===== config.mk =====
export PLATFORM = sky130hd
export DESIGN_NAME = csr_file_m
export DESIGN_NICKNAME = d
export VERILOG_FILES = /design/src/rtl/csr_pkg.sv /design/src/rtl/csr_file_m_counter.sv /design/src/rtl/csr_file_m.sv
export SDC_FILE = /design/constraint.sdc
export NUM_CORES = 1
export LEC_CHECK = 0
export CAP_MARGIN = 5
export CORE_MARGIN = 3
export CORE_UTILIZATION = 40
export CTS_CLUSTER_SIZE = 40
export DETAILED_ROUTE_END_ITERATION = 8
export PLACE_DENSITY = 0.63
export SLEW_MARGIN = 15
export SYNTH_ARGS = -nofsm -noshare
export SYNTH_HDL_FRONTEND = slang
export SYNTH_SLANG_ARGS = --single-unit
export TNS_END_PERCENT = 1

===== constraint.sdc =====
create_clock -name clk -period 2.91 [get_ports clk]
set_input_delay 0.291 -clock clk [delete_from_list [all_inputs] [get_ports clk]]
set_output_delay 0.291 -clock clk [all_outputs]
set_load 0.1 [all_outputs]

===== src/rtl/csr_pkg.sv =====
// Shared definitions for the machine-mode CSR file: addresses, op encodings,
// status/interrupt bit positions and trap cause codes.
package csr_pkg;

  localparam logic [11:0] CSR_MSTATUS   = 12'h300;
  localparam logic [11:0] CSR_MISA      = 12'h301;
  localparam logic [11:0] CSR_MIE       = 12'h304;
  localparam logic [11:0] CSR_MTVEC     = 12'h305;
  localparam logic [11:0] CSR_MSCRATCH  = 12'h340;
  localparam logic [11:0] CSR_MEPC      = 12'h341;
  localparam logic [11:0] CSR_MCAUSE    = 12'h342;
  localparam logic [11:0] CSR_MTVAL     = 12'h343;
  localparam logic [11:0] CSR_MIP       = 12'h344;
  localparam logic [11:0] CSR_MCYCLE    = 12'hB00;
  localparam logic [11:0] CSR_MINSTRET  = 12'hB02;
  localparam logic [11:0] CSR_MCYCLEH   = 12'hB80;
  localparam logic [11:0] CSR_MINSTRETH = 12'hB82;
  localparam logic [11:0] CSR_MVENDORID = 12'hF11;
  localparam logic [11:0] CSR_MARCHID   = 12'hF12;
  localparam logic [11:0] CSR_MIMPID    = 12'hF13;
  localparam logic [11:0] CSR_MHARTID   = 12'hF14;

  typedef enum logic [1:0] {
    CSR_OP_NONE = 2'b00,
    CSR_OP_RW   = 2'b01,
    CSR_OP_RS   = 2'b10,
    CSR_OP_RC   = 2'b11
  } csr_op_e;

  localparam int unsigned MSTATUS_MIE_BIT  = 3;
  localparam int unsigned MSTATUS_MPIE_BIT = 7;
  localparam int unsigned MIP_MSIP_BIT     = 3;
  localparam int unsigned MIP_MTIP_BIT     = 7;
  localparam int unsigned MIP_MEIP_BIT     = 11;

  localparam logic [4:0] IRQ_CODE_MSI = 5'd3;
  localparam logic [4:0] IRQ_CODE_MTI = 5'd7;
  localparam logic [4:0] IRQ_CODE_MEI = 5'd11;

  localparam logic [4:0] EXC_CODE_ILLEGAL_INSTR = 5'd2;
  localparam logic [4:0] EXC_CODE_ECALL_M       = 5'd11;

endpackage


===== src/rtl/csr_file_m_counter.sv =====
// 64-bit event counter with independent half writes; a write to either half
// suppresses the increment for that cycle.
module csr_counter64 (
  input  logic        clk_i,
  input  logic        rstl_i,
  input  logic        inc_en_i,
  input  logic        wr_lo_i,
  input  logic        wr_hi_i,
  input  logic [31:0] wdata_lo_i,
  input  logic [31:0] wdata_hi_i,
  output logic [63:0] count_o
);

  logic [63:0] count_q;
  logic [63:0] count_d;

  // Next count: half writes win, otherwise increment with natural 64-bit wrap
  always_comb begin
    count_d = count_q;
    if (wr_lo_i || wr_hi_i) begin
      count_d = {(wr_hi_i ? wdata_hi_i : count_q[63:32]),
                 (wr_lo_i ? wdata_lo_i : count_q[31:0])};
    end else if (inc_en_i) begin
      count_d = count_q + 64'd1;
    end else begin
      count_d = count_q;
    end
  end

  // Counter register
  always_ff @(posedge clk_i or negedge rstl_i) begin
    if (!rstl_i) begin
      count_q <= 64'd0;
    end else begin
      count_q <= count_d;
    end
  end

  assign count_o = count_q;

endmodule


===== src/rtl/csr_file_m.sv =====
// Machine-mode CSR file with trap entry, mret return, cycle/instret counters
// and interrupt request generation.
module csr_file_m
  import csr_pkg::*;
#(
  parameter int unsigned      XLEN        = 32,
  parameter logic [25:0]      MISA_EXT    = 26'h0000100,
  parameter logic [XLEN-1:0]  HART_ID     = '0,
  parameter logic [XLEN-1:0]  MTVEC_RESET = '0
) (
  input  logic            clk,
  input  logic            rstl,
  input  logic [11:0]     csr_addr,
  input  logic [1:0]      csr_op,
  input  logic [XLEN-1:0] csr_wdata,
  output logic [XLEN-1:0] csr_rdata,
  output logic            csr_illegal,
  input  logic            retire,
  input  logic            trap_valid,
  input  logic [XLEN-1:0] trap_cause,
  input  logic [XLEN-1:0] trap_pc,
  input  logic [XLEN-1:0] trap_val,
  input  logic            mret,
  input  logic            irq_ext,
  input  logic            irq_timer,
  input  logic            irq_soft,
  output logic            irq_req,
  output logic [XLEN-1:0] irq_cause,
  output logic            redirect_valid,
  output logic [XLEN-1:0] redirect_pc
);

  localparam logic [1:0]      MXL       = (XLEN == 64) ? 2'd2 : 2'd1;
  localparam bit              RV32      = (XLEN == 32);
  localparam logic [XLEN-1:0] MIE_WMASK = XLEN'(12'h888);

  logic            mstatus_mie_q, mstatus_mie_d;
  logic            mstatus_mpie_q, mstatus_mpie_d;
  logic [XLEN-1:0] mie_q, mie_d;
  logic [XLEN-1:0] mip_q, mip_d;
  logic [XLEN-1:0] mscratch_q, mscratch_d;
  logic [XLEN-1:0] mepc_q, mepc_d;
  logic [XLEN-1:0] mcause_q, mcause_d;
  logic [XLEN-1:0] mtval_q, mtval_d;
  logic [XLEN-1:0] mtvec_q, mtvec_d;

  logic [63:0]     mcycle_s, minstret_s, wval64_s;
  logic [XLEN-1:0] old_s, wval_s, pend_s, tvec_base_s;
  logic            impl_s, wants_write_s, illegal_s, csr_we_s, vectored_s;
  logic            cyc_wr_lo_s, cyc_wr_hi_s, ins_wr_lo_s, ins_wr_hi_s;
  logic [31:0]     cnt_wdata_hi_s;

  // Current value of the addressed CSR and whether the address exists
  always_comb begin
    old_s  = '0;
    impl_s = 1'b1;
    case (csr_addr)
      CSR_MSTATUS: begin
        old_s[MSTATUS_MIE_BIT]  = mstatus_mie_q;
        old_s[MSTATUS_MPIE_BIT] = mstatus_mpie_q;
        old_s[12:11]            = 2'b11;
      end
      CSR_MISA: begin
        old_s[XLEN-1 -: 2] = MXL;
        old_s[25:0]        = MISA_EXT;
      end
      CSR_MIE:       old_s = mie_q;
      CSR_MTVEC:     old_s = mtvec_q;
      CSR_MSCRATCH:  old_s = mscratch_q;
      CSR_MEPC:      old_s = mepc_q;
      CSR_MCAUSE:    old_s = mcause_q;
      CSR_MTVAL:     old_s = mtval_q;
      CSR_MIP:       old_s = mip_q;
      CSR_MCYCLE:    old_s = mcycle_s[XLEN-1:0];
      CSR_MINSTRET:  old_s = minstret_s[XLEN-1:0];
      CSR_MCYCLEH: begin
        if (RV32) old_s = XLEN'(mcycle_s[63:32]);
        else      impl_s = 1'b0;
      end
      CSR_MINSTRETH: begin
        if (RV32) old_s = XLEN'(minstret_s[63:32]);
        else      impl_s = 1'b0;
      end
      CSR_MVENDORID, CSR_MARCHID, CSR_MIMPID: old_s = '0;
      CSR_MHARTID:   old_s = HART_ID;
      default:       impl_s = 1'b0;
    endcase
  end

  // RS/RC with a zero mask is a pure read, so it may target read-only space
  assign wants_write_s = (csr_op == CSR_OP_RW) ||
                         ((csr_op != CSR_OP_NONE) && (csr_wdata != '0));
  assign illegal_s     = (csr_op != CSR_OP_NONE) &&
                         (!impl_s || ((csr_addr[11:10] == 2'b11) && wants_write_s));
  assign csr_we_s      = wants_write_s && !illegal_s && !trap_valid && !mret;
  assign csr_illegal   = illegal_s;
  assign csr_rdata     = illegal_s ? '0 : old_s;

  // Value a CSR instruction would write
  always_comb begin
    case (csr_op)
      CSR_OP_RW: wval_s = csr_wdata;
      CSR_OP_RS: wval_s = old_s | csr_wdata;
      CSR_OP_RC: wval_s = old_s & ~csr_wdata;
      default:   wval_s = old_s;
    endcase
  end

  assign wval64_s       = 64'(wval_s);
  assign cnt_wdata_hi_s = RV32 ? wval64_s[31:0] : wval64_s[63:32];
  assign cyc_wr_lo_s    = csr_we_s && (csr_addr == CSR_MCYCLE);
  assign cyc_wr_hi_s    = csr_we_s && (RV32 ? (csr_addr == CSR_MCYCLEH) : (csr_addr == CSR_MCYCLE));
  assign ins_wr_lo_s    = csr_we_s && (csr_addr == CSR_MINSTRET);
  assign ins_wr_hi_s    = csr_we_s && (RV32 ? (csr_addr == CSR_MINSTRETH) : (csr_addr == CSR_MINSTRET));

  csr_counter64 u_mcycle (
    .clk_i      (clk),
    .rstl_i     (rstl),
    .inc_en_i   (1'b1),
    .wr_lo_i    (cyc_wr_lo_s),
    .wr_hi_i    (cyc_wr_hi_s),
    .wdata_lo_i (wval64_s[31:0]),
    .wdata_hi_i (cnt_wdata_hi_s),
    .count_o    (mcycle_s)
  );

  csr_counter64 u_minstret (
    .clk_i      (clk),
    .rstl_i     (rstl),
    .inc_en_i   (retire),
    .wr_lo_i    (ins_wr_lo_s),
    .wr_hi_i    (ins_wr_hi_s),
    .wdata_lo_i (wval64_s[31:0]),
    .wdata_hi_i (cnt_wdata_hi_s),
    .count_o    (minstret_s)
  );

  // Next architectural state: trap beats mret beats CSR write
  always_comb begin
    mstatus_mie_d  = mstatus_mie_q;
    mstatus_mpie_d = mstatus_mpie_q;
    mie_d          = mie_q;
    mscratch_d     = mscratch_q;
    mepc_d         = mepc_q;
    mcause_d       = mcause_q;
    mtval_d        = mtval_q;
    mtvec_d        = mtvec_q;
    mip_d          = '0;
    mip_d[MIP_MEIP_BIT] = irq_ext;
    mip_d[MIP_MTIP_BIT] = irq_timer;
    mip_d[MIP_MSIP_BIT] = irq_soft;
    if (trap_valid) begin
      mepc_d         = {trap_pc[XLEN-1:1], 1'b0};
      mcause_d       = trap_cause;
      mtval_d        = trap_val;
      mstatus_mpie_d = mstatus_mie_q;
      mstatus_mie_d  = 1'b0;
    end else if (mret) begin
      mstatus_mie_d  = mstatus_mpie_q;
      mstatus_mpie_d = 1'b1;
    end else if (csr_we_s) begin
      case (csr_addr)
        CSR_MSTATUS: begin
          mstatus_mie_d  = wval_s[MSTATUS_MIE_BIT];
          mstatus_mpie_d = wval_s[MSTATUS_MPIE_BIT];
        end
        CSR_MIE:      mie_d      = wval_s & MIE_WMASK;
        CSR_MTVEC:    mtvec_d    = {wval_s[XLEN-1:2], (wval_s[1] ? 2'b00 : wval_s[1:0])};
        CSR_MSCRATCH: mscratch_d = wval_s;
        CSR_MEPC:     mepc_d     = {wval_s[XLEN-1:1], 1'b0};
        CSR_MCAUSE:   mcause_d   = wval_s;
        CSR_MTVAL:    mtval_d    = wval_s;
        default: begin
        end
      endcase
    end else begin
      mepc_d = mepc_q;
    end
  end

  // Architectural CSR registers
  always_ff @(posedge clk or negedge rstl) begin
    if (!rstl) begin
      mstatus_mie_q  <= 1'b0;
      mstatus_mpie_q <= 1'b0;
      mie_q          <= '0;
      mip_q          <= '0;
      mscratch_q     <= '0;
      mepc_q         <= '0;
      mcause_q       <= '0;
      mtval_q        <= '0;
      mtvec_q        <= MTVEC_RESET;
    end else begin
      mstatus_mie_q  <= mstatus_mie_d;
      mstatus_mpie_q <= mstatus_mpie_d;
      mie_q          <= mie_d;
      mip_q          <= mip_d;
      mscratch_q     <= mscratch_d;
      mepc_q         <= mepc_d;
      mcause_q       <= mcause_d;
      mtval_q        <= mtval_d;
      mtvec_q        <= mtvec_d;
    end
  end

  assign tvec_base_s = {mtvec_q[XLEN-1:2], 2'b00};
  assign vectored_s  = (mtvec_q[1:0] == 2'b01) && trap_cause[XLEN-1];

  // PC redirect for trap entry or mret
  always_comb begin
    redirect_valid = trap_valid || mret;
    if (trap_valid) begin
      redirect_pc = tvec_base_s + (vectored_s ? {trap_cause[XLEN-3:0], 2'b00} : '0);
    end else if (mret) begin
      redirect_pc = mepc_q;
    end else begin
      redirect_pc = '0;
    end
  end

  assign pend_s  = mip_q & mie_q;
  assign irq_req = mstatus_mie_q && (pend_s != '0);

  // Interrupt cause, external first, then software, then timer
  always_comb begin
    irq_cause = '0;
    if (irq_req) begin
      irq_cause[XLEN-1] = 1'b1;
      if (pend_s[MIP_MEIP_BIT])      irq_cause[4:0] = IRQ_CODE_MEI;
      else if (pend_s[MIP_MSIP_BIT]) irq_cause[4:0] = IRQ_CODE_MSI;
      else                           irq_cause[4:0] = IRQ_CODE_MTI;
    end else begin
      irq_cause = '0;
    end
  end

endmodule

**The metal 1 layer**

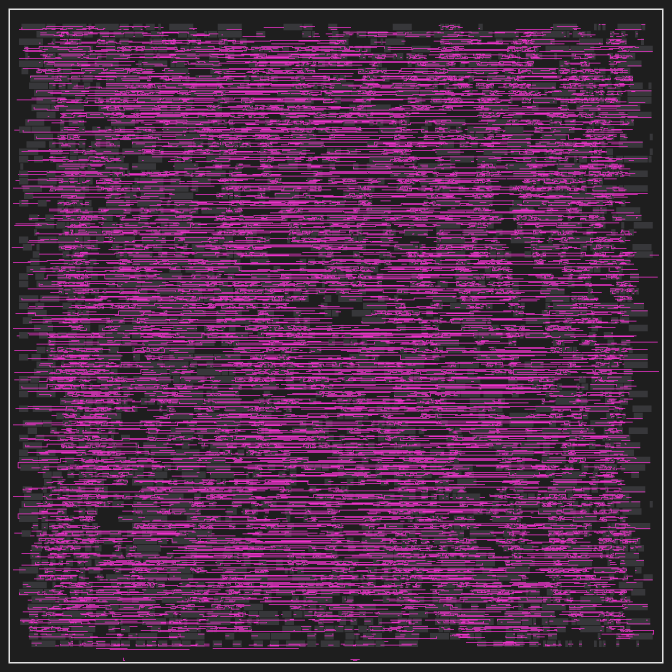
The wires run mostly horizontal. The longest straight run is 80.5 um. The layer carries 49.0 mm of wire. The layer holds 40% of the routed length.

==> results_dict.tcl <==
# collected from the flow reports
set metrics [dict create \
    ctsLongestPathBuffers 3 \
    violations "negative setup slack" \
    dr.pass1.iters 6 \
    worst_pin_slew_ns 0.9320 \
    critPathCaptureType "primary output" \
    powerDensity_nw_per_um2 376.3 \
    area_delta_synth_final_pct 47.91 \
    routedWlPerCell_um 29.81 \
    p_clk_share_pct 41.5 \
    setup_ws_ns -0.9623 \
    edf_count 0 \
    top_cell "nand2_1" \
    max_slew_margin_pct 37.87 \
    required_ns 2.62 \
    crit_start "mtvec_q[0]" \
    power_mw 12.36 \
    yosys-top-cells-count "nand2_1, dfrtp_1, a21oi_1" \
    setup_viol 56 \
    dpl_cell_area_sq_um 30750 \
    max_freq_mhz 258.2 \
    yosys_most_used_dff "dfrtp_1" \
    row_count 85 \
    status "finished with violations" \
    async_flop_share_pct 100.0 \
    final_area_sq_um 32830 \
]
**Metal 2**

Scale bar: 50 um.
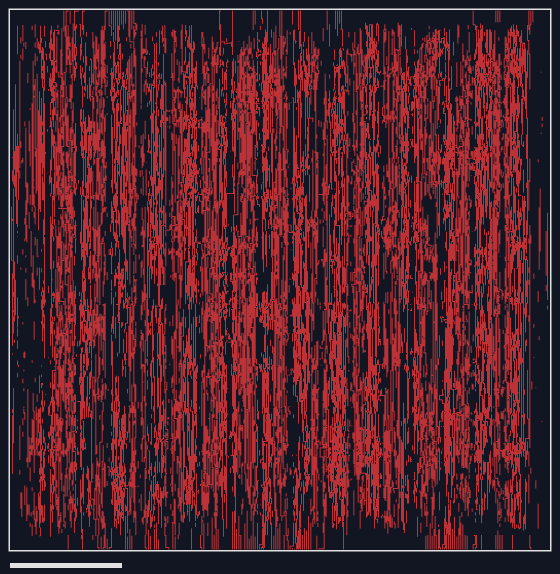
The layer carries 52.5 mm of wire. The wires run mostly vertical. The layer holds 43% of the routed length. 3079 nets have wire on it. The longest straight run is 109 um.
met2 Use GR: 61.01%
Detailed Route WL: 123400 um
DR vias: 26890

## flip-flops by register name (all words and copies together), names as in the netlist
name and count:
mstatus_mpie_q 1, mscratch_q 32, mtval_q 32, u_minstret.count_o 64
mcause_q 32, mstatus_mie_q 1, u_mcycle.count_o 64, mtvec_q 31
mepc_q 31, mie_q 3, mip_q 3
## layer usage
| layer | global-route usage, % | vias up | part of all wire [%] |
|---|---|---|---|
| met2 | 61.01 | 1736 | 43 |
| met4 | 20.49 | 8 | 6.2 |
| met5 | 0 | - | 0.040 |
| met1 | 54.25 | 13230 | 40 |
| met3 | 10.24 | 379 | 11 |
| li1 | - | 11540 | - |
## logic make-up after synthesis
family | after synthesis | share of synthesized area [%]
buf+inv | 286 | 6.172
mux | 178 | 8.404
other cells | 1 | 0.01689
fa+ha+maj | 32 | 1.838
compound gates | 890 | 26.32
xor+xnor | 52 | 2.052
flops | 294 | 33.14
simple gates | 933 | 22.05
## power groups by stage
| stage | sequential [mW] | clock (mW) | combinational [mW] |
|---|---|---|---|
| 2_1_floorplan | 4.50 | 0 | 1.25 |
| 3_3_place_gp | 4.67 | 0 | 2.47 |
| 6_report | 4.63 | 5.12 | 2.60 |
| 5_1_grt | 4.64 | 5.30 | 2.72 |
| 3_5_place_dp | 4.67 | 0 | 2.50 |
| 4_1_cts | 4.60 | 5.15 | 2.54 |
## layout by cell type, fill, tap and decap left out, drive strengths merged, types with 39 or more instances in the layout
cell type and count:
o21ai 268, nand4 120, xnor2 39, clkdlybuf4s50 140, a21oi 223, mux2 67
mux2i 111, a22o 42, inv 41, nor3 41, a22oi 53, nor2 92
nand3 121, nand2 311, buf 740, dfrtp 294, clkbuf 55, and3 67
o22ai 51
## cell type report
class,instances,area [sq um]
Sequential cell,294,7358
Multi-Input combinational cell,2113,14410
Timing Repair Buffer,885,8661
Fill cell,4822,21510
Tap cell,739,924.6
Clock inverter,14,182.7
Inverter,39,146.4
Clock buffer,55,1149
## metrics by stage
step / hold WS, ns / util [%] / std cells / worst slack (ns)
detailed placement: 0.3611 / 56.57 / 4065 / -1.231
global placement: 0.3420 / 56.57 / 4065 / -1.211
global route: 0.1831 / 60.41 / 4139 / -1.039
floorplan: -0.004591 / - / 2693 / -0.4368
CTS: 0.1600 / 60.06 / 4139 / -0.9644
finish: 0.1703 / 60.41 / 4139 / -0.9623
## worst max-delay path by stage
stage | end | slack (ns) | cells past startpoint
floorplan | csr_rdata[19] | -0.44 | 7
global placement | redirect_pc[24] | -1.21 | 13
detailed placement | redirect_pc[26] | -1.23 | 13
CTS | redirect_pc[16] | -0.96 | 12
global route | redirect_pc[16] | -1.04 | 12
finish | redirect_pc[16] | -0.96 | 12
## worst max-delay path, stage by stage (launching register included)
cell       delay, ns
dfrtp_2         0.50
and3_4          0.20
ha_4            0.16
fa_2            0.37
a21oi_4         0.17
o221ai_4        0.14
a2111oi_4       0.37
buf_4           0.19
or2_4           0.12
nor2_1          0.04
or3_1           0.30
a32o_2          0.29
buf_12          0.17
## repair_timing
item	CTS	global route
buffers inserted	4	0
endpoints found under the hold margin	67	0
hold buffers	1	0
resized	112	39
setup endpoints to repair	67	80
pin swaps	34	21
Power is estimated from default activity; no workload was simulated.
